[config.mk]
export PLATFORM = sky130hd
export DESIGN_NAME = psw_jk_ctrl
export DESIGN_NICKNAME = d
export VERILOG_FILES = /design/src/rtl/psw_jk_ctrl_pkg.sv /design/src/rtl/psw_flag_gen.sv /design/src/rtl/psw_jk_ctrl.sv
export SDC_FILE = /design/constraint.sdc
export NUM_CORES = 1
export LEC_CHECK = 0
export ABC_AREA = 0
export CORE_AREA = 2 2 39 41
export DETAILED_ROUTE_END_ITERATION = 10
export DIE_AREA = 0 0 41 43
export DONT_BUFFER_PORTS = 1
export PLACE_DENSITY = 0.56
export SYNTH_ARGS = -nofsm -noshare
export SYNTH_HDL_FRONTEND = slang
export SYNTH_HIERARCHICAL = 1
export SYNTH_SLANG_ARGS = --single-unit
[constraint.sdc]
create_clock -name CLK -period 2.55 [get_ports CLK]
set_input_delay 0.51 -clock CLK [delete_from_list [all_inputs] [get_ports CLK]]
set_output_delay 0.51 -clock CLK [all_outputs]
set_load 0.02 [all_outputs]
[src/rtl/psw_jk_ctrl_pkg.sv]
// Shared definitions for the PSW J/K control stage.
//   - Flag bit positions within the NZVC nibble.
//   - Request opcode and FSM state encodings.
//   - jk_encode(): maps a target/mask pair onto J/K commands.
package psw_jk_ctrl_pkg;

  localparam int unsigned FLAG_N = 3;
  localparam int unsigned FLAG_Z = 2;
  localparam int unsigned FLAG_V = 1;
  localparam int unsigned FLAG_C = 0;

  typedef enum logic [1:0] {
    OpAlu   = 2'd0,
    OpCcSet = 2'd1,
    OpCcClr = 2'd2,
    OpLoad  = 2'd3
  } req_op_e;

  typedef enum logic [1:0] {
    StIdle  = 2'd0,
    StApply = 2'd1,
    StCheck = 2'd2
  } state_e;

  // Returns {J[3:0], K[3:0]}. J and K are never both set for a flag.
  function automatic logic [7:0] jk_encode(input logic [3:0] tgt, input logic [3:0] msk);
    return {tgt & msk, ~tgt & msk};
  endfunction

endpackage

[src/rtl/psw_flag_gen.sv]
// NZVC target generation from an ALU result.
// Ports:
//   i_alu_result  ALU result, WIDTH bits
//   i_alu_cout    ALU carry out
//   i_alu_ovf     ALU signed overflow
//   o_flags       {N,Z,V,C} target value
module psw_flag_gen
  import psw_jk_ctrl_pkg::*;
#(
  parameter int unsigned WIDTH = 16
) (
  input  logic [WIDTH-1:0] i_alu_result,
  input  logic             i_alu_cout,
  input  logic             i_alu_ovf,
  output logic [3:0]       o_flags
);

  always_comb begin
    o_flags         = 4'b0000;
    o_flags[FLAG_N] = i_alu_result[WIDTH-1];
    o_flags[FLAG_Z] = (i_alu_result == '0);
    o_flags[FLAG_V] = i_alu_ovf;
    o_flags[FLAG_C] = i_alu_cout;
  end

endmodule

[src/rtl/psw_jk_ctrl.sv]
// PSW J/K control stage. Turns ALU, CC_SET/CC_CLR and LOAD requests into a single
// cycle of registered J/K commands for the N, Z, V and C flip-flops.
// Optional macro PSW_READBACK_CHECK_EN adds a CHECK state that compares psw_in[3:0]
// against the commanded flags one cycle later and sets the sticky chk_err on mismatch.
// Ports:
//   CLK, CLR           clock, asynchronous active-low reset
//   req_valid/ready    request handshake (ready only in IDLE)
//   req_op             0 ALU, 1 CC_SET, 2 CC_CLR, 3 LOAD
//   alu_result/cout/ovf ALU outputs used for ALU requests
//   flag_mask          per-flag update enable {N,Z,V,C} (ignored for LOAD)
//   load_data          NZVC value for LOAD
//   psw_in             PSW readback, bits [3:0] used by the check
//   J_*/K_*            registered J/K commands, nonzero only in APPLY
//   done               pulse in the last cycle of a request
//   chk_err            sticky readback-mismatch flag
module psw_jk_ctrl
  import psw_jk_ctrl_pkg::*;
#(
  parameter int unsigned WIDTH = 16
) (
  input  logic             CLK,
  input  logic             CLR,
  input  logic             req_valid,
  output logic             req_ready,
  input  logic [1:0]       req_op,
  input  logic [WIDTH-1:0] alu_result,
  input  logic             alu_cout,
  input  logic             alu_ovf,
  input  logic [3:0]       flag_mask,
  input  logic [3:0]       load_data,
  input  logic [15:0]      psw_in,
  output logic             J_N,
  output logic             K_N,
  output logic             J_Z,
  output logic             K_Z,
  output logic             J_V,
  output logic             K_V,
  output logic             J_C,
  output logic             K_C,
  output logic             done,
  output logic             chk_err
);

  state_e     r_state;
  state_e     w_state_nxt;
  logic [3:0] w_alu_flags;
  logic [3:0] w_tgt_in;
  logic [3:0] w_msk_in;
  logic       w_accept;
  logic [3:0] r_j;
  logic [3:0] r_k;

  psw_flag_gen #(
    .WIDTH (WIDTH)
  ) u_flag_gen (
    .i_alu_result (alu_result),
    .i_alu_cout   (alu_cout),
    .i_alu_ovf    (alu_ovf),
    .o_flags      (w_alu_flags)
  );

  assign w_accept = req_valid & req_ready;

  // Target/mask for the request currently presented.
  always_comb begin
    w_tgt_in = 4'b0000;
    w_msk_in = flag_mask;
    case (req_op_e'(req_op))
      OpAlu:   w_tgt_in = w_alu_flags;
      OpCcSet: w_tgt_in = 4'b1111;
      OpCcClr: w_tgt_in = 4'b0000;
      OpLoad: begin
        w_tgt_in = load_data;
        w_msk_in = 4'b1111;
      end
      default: ;
    endcase
  end

  // FSM state register
  always_ff @(posedge CLK or negedge CLR) begin
    if (!CLR) begin
      r_state <= StIdle;
    end else begin
      r_state <= w_state_nxt;
    end
  end

  // FSM next state
  always_comb begin
    w_state_nxt = r_state;
    case (r_state)
      StIdle:  if (w_accept) w_state_nxt = StApply;
`ifdef PSW_READBACK_CHECK_EN
      StApply: w_state_nxt = StCheck;
`else
      StApply: w_state_nxt = StIdle;
`endif
      StCheck: w_state_nxt = StIdle;
      default: w_state_nxt = StIdle;
    endcase
  end

  // FSM outputs
  always_comb begin
    req_ready = (r_state == StIdle);
`ifdef PSW_READBACK_CHECK_EN
    done      = (r_state == StCheck);
`else
    done      = (r_state == StApply);
`endif
  end

  // J/K are loaded on accept and cleared on the following edge, so they are
  // nonzero exactly during APPLY.
  always_ff @(posedge CLK or negedge CLR) begin
    if (!CLR) begin
      r_j <= 4'b0000;
      r_k <= 4'b0000;
    end else if (w_accept) begin
      {r_j, r_k} <= jk_encode(w_tgt_in, w_msk_in);
    end else begin
      r_j <= 4'b0000;
      r_k <= 4'b0000;
    end
  end

  assign J_N = r_j[FLAG_N];
  assign K_N = r_k[FLAG_N];
  assign J_Z = r_j[FLAG_Z];
  assign K_Z = r_k[FLAG_Z];
  assign J_V = r_j[FLAG_V];
  assign K_V = r_k[FLAG_V];
  assign J_C = r_j[FLAG_C];
  assign K_C = r_k[FLAG_C];

`ifdef PSW_READBACK_CHECK_EN
  logic [3:0] r_tgt;
  logic [3:0] r_msk;
  logic       r_chk_err;
  logic       w_mismatch;
  logic       w_unused_psw;

  always_ff @(posedge CLK or negedge CLR) begin
    if (!CLR) begin
      r_tgt <= 4'b0000;
      r_msk <= 4'b0000;
    end else if (w_accept) begin
      r_tgt <= w_tgt_in;
      r_msk <= w_msk_in;
    end
  end

  assign w_mismatch = |((psw_in[3:0] ^ r_tgt) & r_msk);

  always_ff @(posedge CLK or negedge CLR) begin
    if (!CLR) begin
      r_chk_err <= 1'b0;
    end else if ((r_state == StCheck) && w_mismatch) begin
      r_chk_err <= 1'b1;
    end
  end

  assign chk_err      = r_chk_err;
  assign w_unused_psw = ^psw_in[15:4];
`else
  logic w_unused_psw;

  assign chk_err      = 1'b0;
  assign w_unused_psw = ^psw_in;
`endif

endmodule

**Run 1: met3 routing**

(6 px per um)
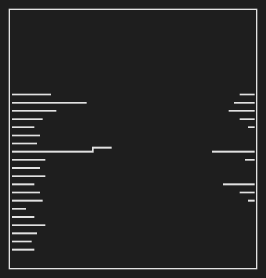
longest straight run = 13.3 um
main direction = horizontal
share of all routed wire = 14%
wire length on this layer = 136 um
nets with wire on the layer = 30
met3 Track Usage GR: 0.0366
drt total wl: 968 um

**Run 1: logic cells by family**

(12 px per um)
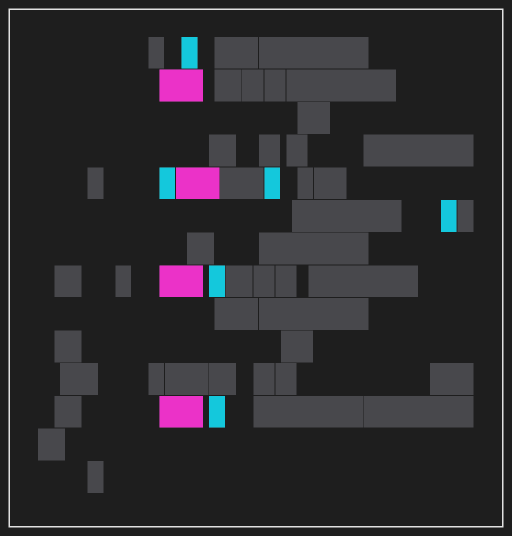
inv cells -> cyan  # cells 6, most used inv_1
non-inverting ao/oa cells -> magenta  # cells 4, most used a32o_1
most frequent logic cell in the layout: dfrtp_1
Comb area share: 0.406

==> results_slide.txt, run 1 <==
Key Metrics from the Run

Status
  • Status: finished, final reports clean

Placement
  • Placed Instance Area: ~480 sq um
  • Post-DP HPWL: approximately 810 um
  • Port bufs: 0
  • Placed instance count: between 60 and 70
  • Post-Place Worst Slack: roughly 1.0 ns
  • GP Congestion: roughly 0.69

GRT
  • Vias in the first global route: around 330
  • Largest net degree at the start of global routing: 13
  • Met2 usage: 0.159
  • Initial antenna violation count: 0
  • First-pass GRT wire length: between 1000 and 1500 um
  • Top Usage Layer GRT: met2
  • Congestion Overflow GR: 0
  • GR Util All Layers: 0.111

Clock tree
  • Clk ins delay skew pair: about 0.25 ns
  • Post-cts resize count: 0
  • Root Buffer: clkbuf_4
  • TritonCTS clock tree: done
  • Cts hold-fix bufs: 1
  • # clock sinks: 9
  • Clock transition at path regs: around 0.060 ns
  • Post-CTS Setup Inserts: 0
  • Inserted Clock Buffers: 3
  • H-tree Lvls: 1
  • Clk buf depth: 2

Pwr
  • Clock power frac: 0.352
  • Peak VDD IR: between 0.0001 and 0.00015 V
  • Net switching power: roughly 0.076 mW
  • Leakage: about 0.24 nW
  • Top power group: registers
  • Internal: between 0.2 and 0.25 mW
  • PnR Total Power: approximately 0.30 mW
  • Sequential power share: 0.545
  • Clk. pwr: between 0.1 and 0.15 mW
  • P_comb: slightly above 0.03 mW
  • Sequential power: between 0.15 and 0.2 mW
  • Comb pwr share: 0.103
  • P per Cell Area: just under 600 nW/um^2
  • Switching share of power: 0.253

Final layout
  • Fillers: 144
  • Non-clk bufs: 1
  • Largest registers: r_j (4), r_k (4), r_state (1)
  • Antenna Cells: 0
  • Inverters, non-clock: 6
  • Seq/total area: 0.440
  • Synthesis-to-layout area growth: 3.02%
  • Registers: 9
  • CLK BUF: 4
  • Post-route design area: roughly 510 sq um
  • Clk tree area frac: 0.0513
  • Signal buf overhead: 0.0196
  • Logic area: 208 sq um
  • Most frequent logic cells in the routed design: dfrtp_1 (9), inv_1 (6)
  • Top cell category: sequential cells
  • Flop area: about 230 sq um
  • Nets: 100
  • Non-filler cells, final: between 60 and 70
  • Proportion of layout cells with a drive suffix above 1: 0.0577
  • Comb gates: 32

Worst setup path
  • Critical-path cell list: inv_1 -> nand2_1 -> inv_1 -> and2_1 -> a32o_1
  • Largest stage delay on the critical path: 0.45 ns
  • Setup crit end kind: register
  • Crit-path leading delay family: flip-flops
  • Reg2reg setup slack: ~1.0 ns
  • CP required: around 2.7 ns
  • Max Fanout on Critical Path: 6
  • Worst path depth: 5
  • Critical Path Start: r_state[0]$_DFFE_PN0P_
  • R2R Path End: r_k[2]$_DFF_PN0_
  • CP most frequent cell: inv_1
  • Slowest-stage cell, CP: dfrtp_1
  • CP endpoint: r_k[2]$_DFF_PN0_
  • Critical path launch point type: register
  • R2R cell count: 5
  • CP Data Arrival Time: approximately 1.7 ns
  • Launching point of the worst reg2reg path: r_state[0]$_DFFE_PN0P_
  • WP buf/inv: 2

Timing
  • Clock skew: roughly 0.0030 ns
  • Min Clock Period, post-route: between 1.5 and 2 ns
  • Setup Viol. Count Final: 0
  • Fin Hold WS: a little under 0.4 ns
  • Max Fclk: between 600 and 700 MHz
  • TNS Setup: 0 ns
  • RSZ-0062 raised after global routing: no
  • Final WS setup: 1.03 ns
  • Cycle use final: 0.594
  • Slew Viols, Final: 0

Floorplan
  • # Taps: 16
  • Pre-placement core utilization: 0.359
  • CORE AREA: roughly 1400 sq um
  • Die Width: 41 um
  • Die Span Y: 43 um
  • # rows: 14
  • # IOs: between 50 and 60
  • Die Area: approximately 1800 sq um

Flow run
  • Max-cap violations: 0
  • Tool warnings: 42

Worst hold path
  • Hold path cells: 2
  • Hold Path Class: in -> reg
  • Hold Startpoint: req_op[1]
  • Worst Hold Endpoint: r_j[2]$_DFF_PN0_

Synth
  • Fa+ha+maj area frac: 0
  • Flops after synth: 9
  • Seq share, synth: 0.453
  • Syn Std Cell Area: just under 500 sq um
  • XOR/XNOR Area Share: 0
  • Share of the synthesized area in the top cell type: 0.453
  • Leading area contributor after synthesis: dfrtp_1
  • Synth Warn #: 6
  • Synth cell types: 15
  • Main area contributors: dfrtp_1 (45%), a32o_1 (8.1%), mux2i_1 (8.1%), buf_4 (6.0%), nor4_1 (5.0%)
  • Syn Nets: 99
  • Mean post-synth cell area: approximately 9.6 sq um
  • Synthesized instance count: between 50 and 60
  • Ys async rst share: 1.00
  • Top FF cell, synth: dfrtp_1
  • Largest logic family: simple AND/OR/NAND/NOR gates
  • Mux area share: 0.0806
  • Yosys top cell by instances: dfrtp_1
  • Post-synth EDFFs: 0
  • # Cells Yosys: between 50 and 60
  • AND-OR/OR-AND Cells, Area Fraction: 0.121
  • Chip Area, Yosys: approximately 500 sq um
  • Commonest cells in the netlist: dfrtp_1 (9), inv_1 (6)

Detailed routing
  • Final ANT Viol Nets: 0
  • TritonRoute pass-1 iters: 3
  • Drt wl/cell: ~14 um
  • Drt drc: 0
  • Vias: about 370
  • Met2 WL: between 400 and 500 um
  • Initial DRC count: 14
  • DR top layer: met3
  • Met3 routed WL: 136 um
  • Post-DR vias/cell: 5.43
  • Metal1 wirelength: roughly 380 um
**Run 1: routing congestion**

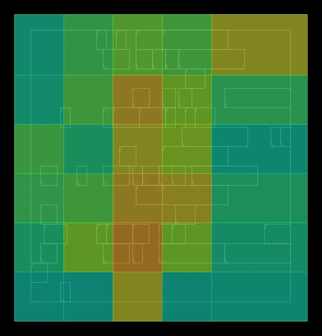
Core Util, Final: 0.370
Global Route met1 Usage: 0.141

==> run 1 -> run 2 <==
==> constraint.sdc (replaced) <==
create_clock -name CLK -period 1.4 [get_ports CLK]
set_input_delay 0.28 -clock CLK [delete_from_list [all_inputs] [get_ports CLK]]
set_output_delay 0.28 -clock CLK [all_outputs]
set_load 0.02 [all_outputs]
**Run 2: metal 2**

(6 px per um) Cells faint in the background.
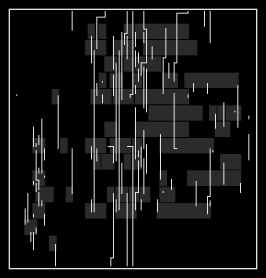
wire length on this layer = 436 um
main direction = vertical

==> run 2 against run 1 <==
Effect of this change:
- cell count increased by 2.9%
- synthesized area unchanged
- synthesized cell count unchanged
- hold slack got worse by 0.23 ns
- sequential cell count unchanged
- setup slack got worse by 0.91 ns
- utilization increased by 1.1 points
- global-route usage increased by 0.090 points
- sequential power increased by about 80%
- cell area increased by 2.9%
- clock-buffer cell count unchanged
- register-to-register slack got worse by 0.91 ns
- critical path type unchanged
- critical endpoint unchanged
- largest power group unchanged
- highest routed layer is now met4
==> results_slide.txt, run 2 <==
Key Metrics from the Run

Pwr
  • P_comb: 0.0646 mW
  • Sequential power share: 0.539
  • P per Cell Area: 1040 nW/um^2
  • Net switching power: ~0.13 mW
  • Peak VDD IR: 0.000279 V
  • Internal: ~0.41 mW
  • Top power group: registers
  • Sequential power: around 0.29 mW
  • Leakage: ~0.25 nW

Synth
  • Seq share, synth: 0.453
  • Main area contributors: dfrtp_1 (45%), a32o_1 (8.1%), mux2i_1 (8.1%), buf_4 (6.0%), nor4_1 (5.0%)
  • Mux area share: 0.0806
  • Leading area contributor after synthesis: dfrtp_1
  • Mean post-synth cell area: 9.55 sq um
  • # Cells Yosys: 52
  • AND-OR/OR-AND Cells, Area Fraction: 0.121
  • Synth Warn #: 6
  • Flops after synth: 9
  • Fa+ha+maj area frac: 0

Final layout
  • Nets: approximately 100
  • Flop area: 225 sq um
  • Non-clk bufs: 3
  • Most frequent logic cell in the layout: dfrtp_1
  • Top cell category: sequential cells
  • Post-route design area: roughly 530 sq um
  • Comb gates: 32
  • CLK BUF: 4
  • Largest registers: r_j (4), r_k (4), r_state (1)
  • Fillers: roughly 150
  • Inverters, non-clock: 6
  • Registers: 9
  • Non-filler cells, final: ~70
  • Most frequent logic cells in the routed design: dfrtp_1 (9), inv_1 (6)

Worst setup path
  • Reg2reg setup slack: approximately 0.13 ns
  • Worst path depth: 5
  • Critical-path cell list: inv_1 -> nand2_1 -> inv_1 -> and2_1 -> a32o_1
  • Critical path launch point type: register
  • WP buf/inv: 2
  • Max Fanout on Critical Path: 6
  • R2R Path End: r_k[2]$_DFF_PN0_
  • CP Data Arrival Time: around 1.4 ns
  • Critical Path Start: r_state[0]$_DFFE_PN0P_

Flow run
  • Tool warnings: between 40 and 50
  • Max-cap violations: 0

Detailed routing
  • Final ANT Viol Nets: 0
  • Drt wl/cell: approximately 14 um
  • Drt drc: 0
  • Drt total wl: 963 um
  • TritonRoute pass-1 iters: 4
  • Met2 WL: 435 um
  • Initial DRC count: 1

GRT
  • Top Usage Layer GRT: met2
  • Met3 Track Usage GR: 0.0419
  • GR Util All Layers: 0.112
  • Met2 usage: 0.159
  • Global Route met1 Usage: 0.131
  • Vias in the first global route: about 310
  • Largest net degree at the start of global routing: 13

Timing
  • Max Fclk: just under 800 MHz
  • Clock skew: 0.00178 ns
  • Final WS setup: ~0.13 ns
  • Min Clock Period, post-route: between 1 and 1.5 ns
  • RSZ-0062 raised after global routing: no

Floorplan
  • Pre-placement core utilization: 0.359
  • CORE AREA: about 1400 sq um
  • # Taps: 16

Status
  • Status: finished, final reports clean

Worst hold path
  • Worst Hold Endpoint: r_j[0]$_DFF_PN0_
  • Hold path cells: 2
  • Hold Path Class: in -> reg
  • Hold Startpoint: req_op[1]

Placement
  • Port bufs: 0

Clock tree
  • Clock transition at path regs: around 0.060 ns
  • Clk buf depth: 2
  • H-tree Lvls: 1
  • Post-cts resize count: 0
  • TritonCTS clock tree: done
  • Clk ins delay skew pair: between 0.2 and 0.3 ns
  • Post-CTS Setup Inserts: 0
==> run 2 -> run 3 <==
--- a/config.mk
+++ b/config.mk
@@ -10,8 +10,7 @@
 export DETAILED_ROUTE_END_ITERATION = 10
 export DIE_AREA = 0 0 41 43
 export DONT_BUFFER_PORTS = 1
-export PLACE_DENSITY = 0.56
+export PLACE_DENSITY = 0.6
 export SYNTH_ARGS = -nofsm -noshare
 export SYNTH_HDL_FRONTEND = slang
-export SYNTH_HIERARCHICAL = 1
 export SYNTH_SLANG_ARGS = --single-unit
**Run 3: met3 routing**

(6 px per um)
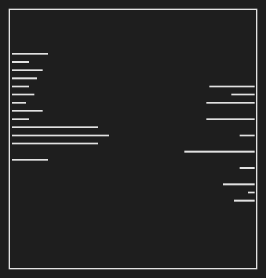
wire length on this layer = 133 um
longest straight run = 15.9 um
drt total wl: 999 um
vias: 417
met3 Track Usage GR: 0.0471

==> run 3 against run 2 <==
Effect of this change:
- synthesized area is 9.3% higher
- critical endpoint is now req_ready
- fmax is 2.7% higher
- power is 0.95% higher
- highest routed layer is now met3
- clock power hardly changed
==> results_slide.txt, run 3 <==
Key Metrics from the Run

Worst hold path
  • Hold path cells: 1
  • Worst Hold Endpoint: r_k[2]$_DFF_PN0_
  • Hold Path Class: in -> reg
  • Hold Startpoint: req_op[0]

Final layout
  • Proportion of layout cells with a drive suffix above 1: 0.213
  • Top cell category: logic gates
  • Post-route design area: a little under 600 sq um
  • Largest registers: r_j (4), r_k (4), r_state (1)
  • CLK BUF: 4
  • Logic area: around 280 sq um
  • Clk tree area frac: 0.0453
  • Inverters, non-clock: 2
  • Most frequent logic cells in the routed design: dfrtp_1 (9), nor2_1 (7), o21ai_0 (6)
  • Registers: 9
  • Antenna Cells: 0
  • Comb area share: 0.489
  • Core Util, Final: 0.420
  • Non-clk bufs: 2
  • Most frequent logic cell in the layout: dfrtp_1
  • Fillers: 146
  • Signal buf overhead: 0.0302
  • Comb gates: between 40 and 50
  • Synthesis-to-layout area growth: 6.91%
  • Seq/total area: 0.388
  • Non-filler cells, final: approximately 77
  • Flop area: roughly 230 sq um
  • Nets: 109

Worst setup path
  • Max Fanout on Critical Path: 2
  • R2R Path End: r_j[2]$_DFF_PN0_
  • Launching point of the worst reg2reg path: r_state[0]$_DFFE_PN0P_
  • CP required: between 1 and 1.5 ns
  • WP buf/inv: 2
  • Slowest-stage cell, CP: dfrtp_1
  • R2R cell count: 5
  • Crit-path leading delay family: flip-flops
  • Setup crit end kind: primary output
  • Reg2reg setup slack: about 0.23 ns
  • Worst path depth: 2
  • CP Data Arrival Time: 0.96 ns
  • Critical path launch point type: register
  • Critical Path Start: r_state[0]$_DFFE_PN0P_
  • Critical-path cell list: inv_1 -> buf_4
  • CP endpoint: req_ready
  • Largest stage delay on the critical path: 0.45 ns

Synth
  • Commonest cells in the netlist: dfrtp_1 (9), nor2_1 (7), o21ai_0 (6), nand2_1 (4)
  • Share of the synthesized area in the top cell type: 0.415
  • Syn Std Cell Area: approximately 540 sq um
  • Chip Area, Yosys: between 500 and 600 sq um
  • Ys async rst share: 1.00
  • Fa+ha+maj area frac: 0
  • Yosys top cell by instances: dfrtp_1
  • Synth Warn #: 0
  • Syn Nets: 105
  • Seq share, synth: 0.415
  • Synth cell types: 25
  • AND-OR/OR-AND Cells, Area Fraction: 0.214
  • # Cells Yosys: 58
  • Flops after synth: 9
  • Largest logic family: simple AND/OR/NAND/NOR gates
  • Synthesized instance count: between 50 and 60
  • XOR/XNOR Area Share: 0
  • Mean post-synth cell area: about 9.4 sq um
  • Leading area contributor after synthesis: dfrtp_1
  • Main area contributors: dfrtp_1 (41%), nor4_2 (6.9%), o21ai_0 (5.5%), nor2_1 (4.8%), a2bb2oi_1 (4.8%)
  • Top FF cell, synth: dfrtp_1
  • Mux area share: 0
  • Post-synth EDFFs: 0

Pwr
  • Leakage: between 0.2 and 0.25 nW
  • P per Cell Area: 951 nW/um^2
  • P_comb: between 0.06 and 0.07 mW
  • Internal: 0.416 mW
  • Clk. pwr: between 0.15 and 0.2 mW
  • Sequential power share: 0.534
  • Peak VDD IR: roughly 0.00022 V
  • Net switching power: around 0.14 mW
  • Switching share of power: 0.247
  • Comb pwr share: 0.123
  • Top power group: registers
  • Sequential power: about 0.30 mW
  • PnR Total Power: 0.552 mW
  • Clock power frac: 0.343

Detailed routing
  • Final ANT Viol Nets: 0
  • Met2 WL: between 500 and 600 um
  • Met3 routed WL: between 100 and 150 um
  • Drt drc: 0
  • Post-DR vias/cell: 5.42
  • Metal1 wirelength: ~330 um
  • Drt wl/cell: around 13 um
  • Initial DRC count: 2
  • TritonRoute pass-1 iters: 2
  • DR top layer: met3

Floorplan
  • # IOs: slightly below 60
  • CORE AREA: between 1000 and 1500 sq um
  • # Taps: 16
  • Pre-placement core utilization: 0.392
  • # rows: 14
  • Die Width: 41 um
  • Die Span Y: 43 um
  • Die Area: approximately 1800 sq um

GRT
  • Global Route met1 Usage: 0.143
  • Initial antenna violation count: 0
  • Largest net degree at the start of global routing: 16
  • First-pass GRT wire length: approximately 1600 um
  • Congestion Overflow GR: 0
  • Top Usage Layer GRT: met2
  • GR Util All Layers: 0.135
  • Met2 usage: 0.197
  • Vias in the first global route: 385

Clock tree
  • Root Buffer: clkbuf_4
  • TritonCTS clock tree: done
  • Clk buf depth: 2
  • H-tree Lvls: 1
  • Post-cts resize count: 0
  • # clock sinks: 9
  • Clk ins delay skew pair: approximately 0.25 ns
  • Cts hold-fix bufs: 1
  • Clock transition at path regs: approximately 0.06 ns
  • Post-CTS Setup Inserts: 0
  • Inserted Clock Buffers: 3

Timing
  • Setup Viol. Count Final: 0
  • Final WS setup: 0.161 ns
  • Max Fclk: 807 MHz
  • Min Clock Period, post-route: ~1.2 ns
  • TNS Setup: 0 ns
  • Cycle use final: 0.885
  • Clock skew: 0.000669 ns
  • Fin Hold WS: between 0.1 and 0.15 ns
  • Slew Viols, Final: 0
  • RSZ-0062 raised after global routing: no

Placement
  • Port bufs: 0
  • Placed instance count: 72
  • Post-DP HPWL: a little over 800 um
  • GP Congestion: around 0.67
  • Placed Instance Area: ~540 sq um
  • Post-Place Worst Slack: around 0.22 ns

Flow run
  • Max-cap violations: 0
  • Tool warnings: roughly 42

Status
  • Status: finished, final reports clean
No activity file was given, so power comes from the tool's default toggle rates.
